Cells colored by class:
Bar = 20 um.
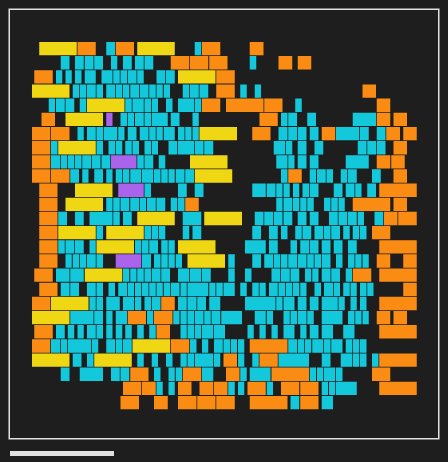
Register map, names as in the netlist:
Bar = 20 um. Other sequential cells in the stronger gray, the rest of the logic in the fainter gray.
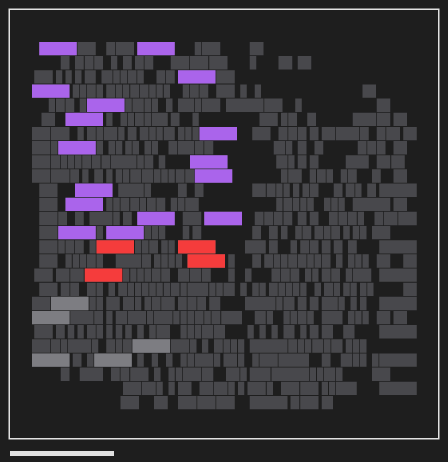
Track usage over the die:
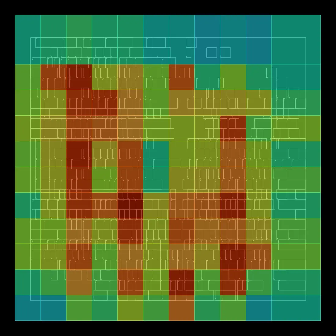
Logic cells by family:
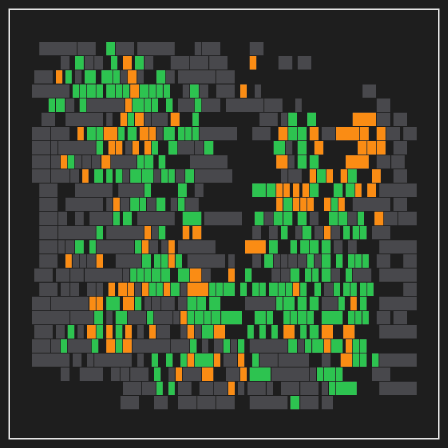
Metal layers overlaid:
Bar = 20 um. Two of the layers only.
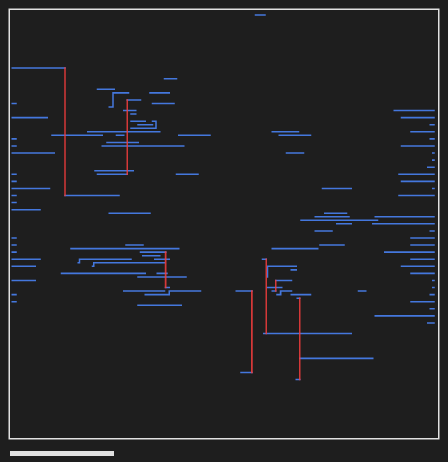
### config.mk
export PLATFORM = sky130hd
export DESIGN_NAME = alu_instr_sequencer
export DESIGN_NICKNAME = d
export VERILOG_FILES = /design/src/rtl/alu_instr_sequencer.sv
export SDC_FILE = /design/constraint.sdc
export NUM_CORES = 1
export LEC_CHECK = 0
export ABC_AREA = 1
export CAP_MARGIN = 20
export CORE_MARGIN = 4
export CORE_UTILIZATION = 48
export CTS_CLUSTER_DIAMETER = 150
export CTS_CLUSTER_SIZE = 12
export DETAILED_ROUTE_END_ITERATION = 12
export GPL_ROUTABILITY_DRIVEN = 1
export PLACE_DENSITY = 0.95
export SLEW_MARGIN = 30
export SYNTH_ARGS = -nofsm -noshare
export SYNTH_HDL_FRONTEND = slang
export SYNTH_SLANG_ARGS = --single-unit
### constraint.sdc
create_clock -name clk -period 5.5 [get_ports clk]
set_input_delay 1.375 -clock clk [delete_from_list [all_inputs] [get_ports clk]]
set_output_delay 1.375 -clock clk [all_outputs]
set_load 0.1 [all_outputs]
### src/rtl/alu_instr_sequencer.sv
// Fetch/execute control sequencer for a simple register-file datapath.
// Steps T0..T6 per instruction, with a bounded memory wait and a sticky fault state.
module alu_instr_sequencer #(
    parameter int WAIT_LIMIT = 15,
    parameter int COUNT_W    = 16
) (
    input  logic               clk,
    input  logic               clr,
    input  logic               start,
    input  logic               stop,
    input  logic               mem_ready,
    input  logic [31:0]        ir_data,
    output logic [15:0]        reg_in,
    output logic [15:0]        reg_out,
    output logic               PC_in,
    output logic               PC_out,
    output logic               IncPC,
    output logic               IR_in,
    output logic               MAR_in,
    output logic               MDR_in,
    output logic               MDR_out,
    output logic               Read,
    output logic               Y_in,
    output logic               Z_in,
    output logic               Zlow_out,
    output logic               Zhigh_out,
    output logic               HI_in,
    output logic               LO_in,
    output logic [4:0]         alu_instruction,
    output logic               busy,
    output logic               done,
    output logic               fault,
    output logic [COUNT_W-1:0] instr_count
);

    localparam int WAIT_W = $clog2(WAIT_LIMIT + 1);
    localparam logic [WAIT_W-1:0] WAIT_LAST = WAIT_W'(WAIT_LIMIT - 1);

    typedef enum logic [3:0] {IDLE, T0, T1, T2, T3, T4, T5, T6, FAULT} state_t;

    state_t            state;
    logic              run;
    logic              run_nx;
    logic [WAIT_W-1:0] wait_cnt;
    logic              final_step;

    logic [4:0] op;
    logic [3:0] ra, rb, rc;
    logic       is_alu3, is_muldiv, is_negnot, op_valid;
    logic       unused_ir;

    assign op        = ir_data[31:27];
    assign ra        = ir_data[26:23];
    assign rb        = ir_data[22:19];
    assign rc        = ir_data[18:15];
    assign unused_ir = ^ir_data[14:0];

    assign is_alu3   = (op >= 5'd3) && (op <= 5'd11);
    assign is_muldiv = (op == 5'd15) || (op == 5'd16);
    assign is_negnot = (op == 5'd17) || (op == 5'd18);
    assign op_valid  = is_alu3 || is_muldiv || is_negnot;

    // stop wins over start; the latest request decides whether to keep fetching
    assign run_nx = !stop && (start || run);

    assign final_step = ((state == T4) && is_negnot) ||
                        ((state == T5) && !is_muldiv) ||
                        (state == T6);

    always_ff @(posedge clk) begin
        if (clr) begin
            state       <= IDLE;
            run         <= 1'b0;
            wait_cnt    <= '0;
            instr_count <= '0;
        end else begin
            if (state != FAULT)
                run <= run_nx;
            case (state)
                IDLE:    if (run_nx) state <= T0;
                T0: begin
                    wait_cnt <= '0;
                    state    <= T1;
                end
                T1: begin
                    if (mem_ready)
                        state <= T2;
                    else if (wait_cnt == WAIT_LAST)
                        state <= FAULT;
                    else
                        wait_cnt <= wait_cnt + 1'b1;
                end
                T2:      state <= T3;
                T3:      state <= op_valid ? T4 : FAULT;
                T4:      state <= T5;
                T5:      state <= T6;
                T6:      state <= IDLE;
                FAULT:   state <= FAULT;
                default: state <= IDLE;
            endcase
            // The last step of every instruction overrides the walk above
            if (final_step) begin
                state       <= run_nx ? T0 : IDLE;
                instr_count <= instr_count + 1'b1;
            end
        end
    end

    always_comb begin
        reg_in          = '0;
        reg_out         = '0;
        PC_in           = 1'b0;
        PC_out          = 1'b0;
        IncPC           = 1'b0;
        IR_in           = 1'b0;
        MAR_in          = 1'b0;
        MDR_in          = 1'b0;
        MDR_out         = 1'b0;
        Read            = 1'b0;
        Y_in            = 1'b0;
        Z_in            = 1'b0;
        Zlow_out        = 1'b0;
        Zhigh_out       = 1'b0;
        HI_in           = 1'b0;
        LO_in           = 1'b0;
        alu_instruction = '0;
        case (state)
            T0: begin
                PC_out          = 1'b1;
                MAR_in          = 1'b1;
                IncPC           = 1'b1;
                Z_in            = 1'b1;
                alu_instruction = 5'b00011;
            end
            T1: begin
                Zlow_out = 1'b1;
                Read     = 1'b1;
                MDR_in   = 1'b1;
                PC_in    = (wait_cnt == '0);
            end
            T2: begin
                MDR_out = 1'b1;
                IR_in   = 1'b1;
            end
            T3: begin
                if (is_alu3) begin
                    reg_out = 16'h0001 << rb;
                    Y_in    = 1'b1;
                end else if (is_muldiv) begin
                    reg_out = 16'h0001 << ra;
                    Y_in    = 1'b1;
                end else if (is_negnot) begin
                    reg_out         = 16'h0001 << rb;
                    alu_instruction = op;
                    Z_in            = 1'b1;
                end
            end
            T4: begin
                if (is_negnot) begin
                    Zlow_out = 1'b1;
                    reg_in   = 16'h0001 << ra;
                end else begin
                    reg_out         = 16'h0001 << (is_muldiv ? rb : rc);
                    alu_instruction = op;
                    Z_in            = 1'b1;
                end
            end
            T5: begin
                Zlow_out = 1'b1;
                if (is_muldiv)
                    LO_in = 1'b1;
                else
                    reg_in = 16'h0001 << ra;
            end
            T6: begin
                Zhigh_out = 1'b1;
                HI_in     = 1'b1;
            end
            default: ;
        endcase
    end

    assign busy  = (state != IDLE) && (state != FAULT);
    assign fault = (state == FAULT);
    assign done  = final_step;

endmodule

==> deck_impl_summary.md <==
Key Metrics from the Run

Logic synthesis
  • Top-area cell share: approximately a fifth
  • Synth cell types: 33
  • Mean post-synth cell area: 5.673 um2
  • Top cells by count, synth: nand2_1 (122), nand3_1 (66), nor2_1 (58), inv_1 (47), o21ai_0 (27)
  • Seq/Total Area, Yosys: between 10% and 20%

Final layout
  • ANT cells: 0
  • P&R area growth vs syn: 37.25%
  • Top Registers: instr_count (16), state (4), wait_cnt (4)
  • Top Layout Cells: nand2_1 (122), nand3_1 (66), nor2_1 (58)

Floorplan
  • Well Taps: 70

Setup path
  • Critical path endpoint category: output port
  • Worst reg2reg path depth: 9
  • CP Cell Sequence: clkdlybuf4s50_1 > nor2_1 > nand3_2 > nand2_4 > nand2_1 > a21oi_4 > nand3_1 > nand2_1 > buf_12
  • Register-to-register setup slack: 3.64 ns
  • CP arrival: 3.41 ns
  • CP required: approximately 4.1 ns

Placed design
  • DP HPWL: 6.367 mm

Clock network
  • CTS Sinks: 25

GRT
  • Number of global-route vias before repair: 3016

Outcome
  • Status: finished, final reports clean
## Picture notes: 'cells colored by class'
| class | color | cells |
|---|---|---|
| clock drivers and dummy loads | purple | 4 |
| flops | yellow | 25 |
| combinational and other logic | cyan | 424 |
| other buffers and delay cells | orange | 94 |
core area: 5238 um2
sequential portion of the cell area: 13.79%
row count: 26
utilization after layout: 69.28%

## Picture notes: 'register map, names as in the netlist'
| netlist name | color | placed flops |
|---|---|---|
| `state` | red | 4 |
| `instr_count` | purple | 16 |
not colored: 5
Register Area: 500.5 um2
seq pwr: 208 uW

## Picture notes: 'track usage over the die'
met2 GRT Util: 44.39%
met3 GRT Util: 2.061%

## Picture notes: 'logic cells by family'
| family | color | cells | most used |
|---|---|---|---|
| NOR gates | orange | 96 | nor2_1 |
| NAND gates | green | 213 | nand2_1 |
most frequent logic cell in the layout: nand2_1
Layout Cells excl Fill: 617
Comb/total area: 50.14%

## Picture notes: 'metal layers overlaid'
| layer | color | wire length |
|---|---|---|
| metal 3 | blue | 550 um |
| metal 4 | red | 93.2 um |
global-route usage over all layers: 24.14%
final WL: 8.123 mm
via count: 3378
Avg WL per Cell: 13.17 um

Power and IR drop assume default switching activity.
